==> images/cell_classes.png <==
The bar under the picture is 20 µm long.
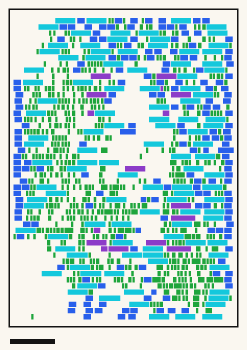
==> images/gate_families.png <==
The bar under the picture is 20 µm long.
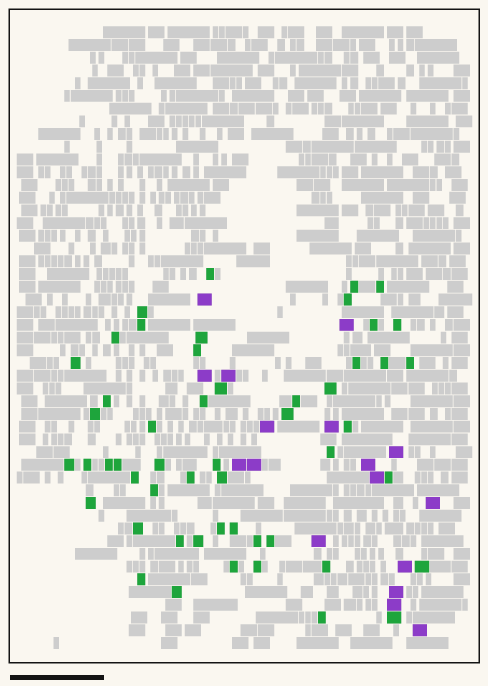
==> images/registers.png <==
The bar under the picture is 20 µm long.
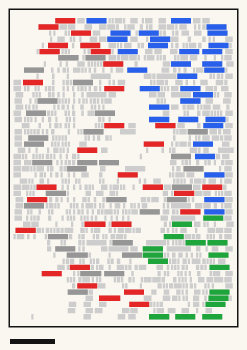
==> images/drive_strength.png <==
The bar under the picture is 20 µm long.
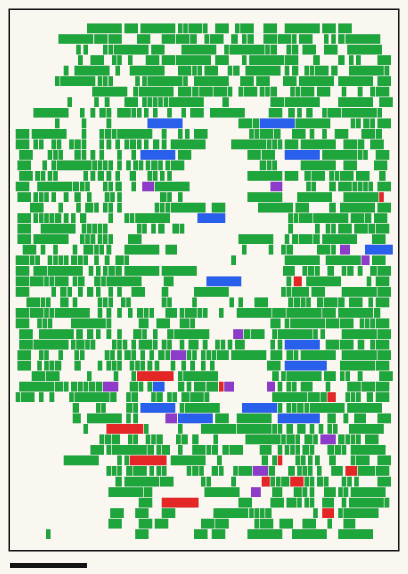
[src/rtl/mips_pkg.sv]
// +--------------------------------------------------------------------------+
// | mips_pkg : constants shared by the fetch pipeline (reset PC, NOP, width)  |
// | Revision : 1.0                                                            |
// +--------------------------------------------------------------------------+
`default_nettype none

package mips_pkg;
  localparam int          INSTR_W   = 32;
  localparam logic [31:0] PC_RESET  = 32'h0000_3000;
  localparam logic [31:0] NOP_INSTR = 32'h0000_0000;
  localparam logic [31:0] PC_STEP   = 32'd4;
  localparam logic [15:0] STALL_MAX = 16'hFFFF;
endpackage : mips_pkg

`default_nettype wire

[src/rtl/if_id_reg.sv]
// +--------------------------------------------------------------------------+
// | if_id_reg : IF/ID pipeline register with load, bubble and hold controls   |
// | Revision  : 1.0                                                           |
// +--------------------------------------------------------------------------+
`default_nettype none

module if_id_reg
  import mips_pkg::*;
(
  input  logic               clk,
  input  logic               reset,
  input  logic               load,
  input  logic               bubble,
  input  logic [INSTR_W-1:0] instrIn,
  input  logic [31:0]        pc4In,
  output logic [INSTR_W-1:0] instr,
  output logic [31:0]        pc4,
  output logic               valid
);

  logic [INSTR_W-1:0] r_instr;
  logic [31:0]        r_pc4;
  logic               r_valid;

  // Bubble wins over load; with neither asserted the register holds.
  always_ff @(posedge clk or posedge reset) begin
    if (reset) begin
      r_instr <= NOP_INSTR;
      r_pc4   <= PC_RESET;
      r_valid <= 1'b0;
    end else if (bubble) begin
      r_instr <= NOP_INSTR;
      r_pc4   <= pc4In;
      r_valid <= 1'b0;
    end else if (load) begin
      r_instr <= instrIn;
      r_pc4   <= pc4In;
      r_valid <= 1'b1;
    end
  end

  assign instr = r_instr;
  assign pc4   = r_pc4;
  assign valid = r_valid;

endmodule : if_id_reg

`default_nettype wire

[src/rtl/fetch_stage.sv]
// +--------------------------------------------------------------------------+
// | fetch_stage : PC register, next-PC mux, stall counter and IF/ID register. |
// | Define FETCH_DELAY_SLOT_EN to let the instruction after a branch execute. |
// | Revision    : 1.0                                                         |
// +--------------------------------------------------------------------------+
`default_nettype none

module fetch_stage
  import mips_pkg::*;
(
  input  logic               clk,
  input  logic               reset,
  input  logic               is_pause,
  input  logic               redirect,
  input  logic [31:0]        redirect_pc,
  output logic [31:0]        imem_addr,
  input  logic [INSTR_W-1:0] imem_rdata,
  output logic [INSTR_W-1:0] if_id_instr,
  output logic [31:0]        if_id_pc4,
  output logic               if_id_valid,
  output logic [15:0]        stall_count
);

  logic [31:0] r_pc;
  logic [31:0] w_pc4;
  logic [31:0] w_pcNext;
  logic [15:0] r_stallCount;
  logic        w_ifIdLoad;
  logic        w_ifIdBubble;

  assign w_pc4     = r_pc + PC_STEP;
  assign imem_addr = r_pc;

  // A pause freezes everything, including any redirect raised alongside it.
  always_comb begin
    w_pcNext = w_pc4;
    if (is_pause) begin
      w_pcNext = r_pc;
    end else if (redirect) begin
      w_pcNext = {redirect_pc[31:2], 2'b00};
    end
  end

`ifdef FETCH_DELAY_SLOT_EN
  assign w_ifIdLoad   = !is_pause;
  assign w_ifIdBubble = 1'b0;
`else
  assign w_ifIdLoad   = !is_pause && !redirect;
  assign w_ifIdBubble = !is_pause && redirect;
`endif

  always_ff @(posedge clk or posedge reset) begin
    if (reset) begin
      r_pc <= PC_RESET;
    end else begin
      r_pc <= w_pcNext;
    end
  end

  always_ff @(posedge clk or posedge reset) begin
    if (reset) begin
      r_stallCount <= 16'd0;
    end else if (is_pause && (r_stallCount != STALL_MAX)) begin
      r_stallCount <= r_stallCount + 16'd1;
    end
  end

  assign stall_count = r_stallCount;

  if_id_reg u_ifIdReg (
    .clk     (clk),
    .reset   (reset),
    .load    (w_ifIdLoad),
    .bubble  (w_ifIdBubble),
    .instrIn (imem_rdata),
    .pc4In   (w_pc4),
    .instr   (if_id_instr),
    .pc4     (if_id_pc4),
    .valid   (if_id_valid)
  );

endmodule : fetch_stage

`default_nettype wire
[config.mk]
export PLATFORM = sky130hd
export DESIGN_NAME = fetch_stage
export DESIGN_NICKNAME = d
export VERILOG_FILES = /design/src/rtl/mips_pkg.sv /design/src/rtl/if_id_reg.sv /design/src/rtl/fetch_stage.sv
export SDC_FILE = /design/constraint.sdc
export NUM_CORES = 1
export LEC_CHECK = 0
export ABC_AREA = 1
export CORE_ASPECT_RATIO = 1.4
export CORE_UTILIZATION = 42
export CTS_CLUSTER_SIZE = 20
export DETAILED_ROUTE_END_ITERATION = 10
export MAX_ROUTING_LAYER = met4
export PLACE_DENSITY = 0.8
export SLEW_MARGIN = 10
export SYNTH_ARGS = -nofsm -noshare
export SYNTH_HDL_FRONTEND = slang
export SYNTH_SLANG_ARGS = --single-unit
[constraint.sdc]
create_clock -name clk -period 3.55 [get_ports clk]
set_input_delay 0.5325 -clock clk [delete_from_list [all_inputs] [get_ports clk]]
set_output_delay 0.5325 -clock clk [all_outputs]
set_load 0.02 [all_outputs]
==> deck_impl_summary.md <==
Synthesis and Place & Route Summary

Outcome
  • Outcome: finished clean

Global route
  • Met2 Usage GRT: 0.381
  • Number of global-route vias before repair: 5041
  • GR peak layer: met2
  • Total gr overflow: 0
  • Pin count of the biggest net entering global routing: 110
  • Initial antenna violation count: 0

Detailed routing
  • WL met3: 917 µm
  • Via count: approximately 5500
  • # DRC: 0
  • Via density: between 4 and 5
  • Detail-routed net length per standard cell: 14.0 µm
  • First DRT Iteration DRCs: 284
  • Highest metal used: met4

Placed design
  • Final HPWL DP: ~11000 µm
  • Placed Area: about 7500 µm²
  • Cells after DPL: around 1100

Clock network
  • Setup bufs post-CTS: 0
  • Total CTS buffers: 9
  • CTS tree: built
  • CTS sink count: ~110

Power
  • Max VDD drop: about 0.23 mV
  • Heaviest power group: sequential cells
  • PnR Total Power: between 0.003 and 0.004 W
  • Int Power: around 0.0025 W

Critical path
  • Crit path DAT: ~1500 ps
  • Crit Path Class: flop to output port
  • Worst Setup End Kind: output port
  • Reg2reg start: imem_addr[2]$_DFFE_PP0N_
  • WP depth: 1

Logic synthesis
  • XOR Share, Synth: 0.0263
  • Synth async-reset ratio: 1.00
  • Top area contributor share: 0.464
  • Synth flops: roughly 110
  • Synth Flop Type: dfrtp_1

Timing
  • Max-slew violation count: 0
  • RSZ-0062 raised after global routing: false
  • Worst setup margin: around 1500 ps
  • Min Hold Slack: between 400 and 500 ps
  • Minimum clock period: around 2100 ps

Final layout
  • Antenna cell count: 0
  • Registers: about 110
  • #MultiIn Comb: between 500 and 600
  • Final net count: 1007

Run
  • Max cap viols: 0

Die
  • Ports: 181
About cell_classes.png:
legend:
  purple:
    class: clock drivers and dummy loads
    cells: 16
  cyan:
    class: flip-flops
    cells: 109
  blue:
    class: other buffers and delay cells
    cells: 179
  green:
    class: all other logic
    cells: 638
final core utilization: 0.604
cell area after layout: 7850 µm²
Seq/total area: 0.348
Placeable Area: 13000 µm²
Rows: 49

About gate_families.png:
legend:
  green:
    family: inverting AOI/OAI gates
    cells: 52
  purple:
    family: XOR/XNOR gates
    cells: 17
most frequent logic cell in the layout: nand2_1
Layout Cells excl Fill: 1120

About registers.png:
legend:
  blue:
    signal: `u_ifIdReg.instr`
    placed_flops: 32
    where: top right
  green:
    signal: `stall_count`
    placed_flops: 16
    where: bottom right
  red:
    signal: `u_ifIdReg.pc4`
    placed_flops: 30
not coloured: 31
P_seq: 0.00156 W
Sequential Area: 2730 µm²

About drive_strength.png:
legend:
  blue:
    size: drive 6 and up
    cells: 14
    most_used: clkbuf_16
  purple:
    size: drive 3 to 4
    cells: 13
    most_used: buf_4
  green:
    size: drive 1 or less
    cells: 902
    most_used: nand2_1
  red:
    size: drive 2
    cells: 13
    most_used: dfstp_2

Power is estimated from default activity; no workload was simulated.
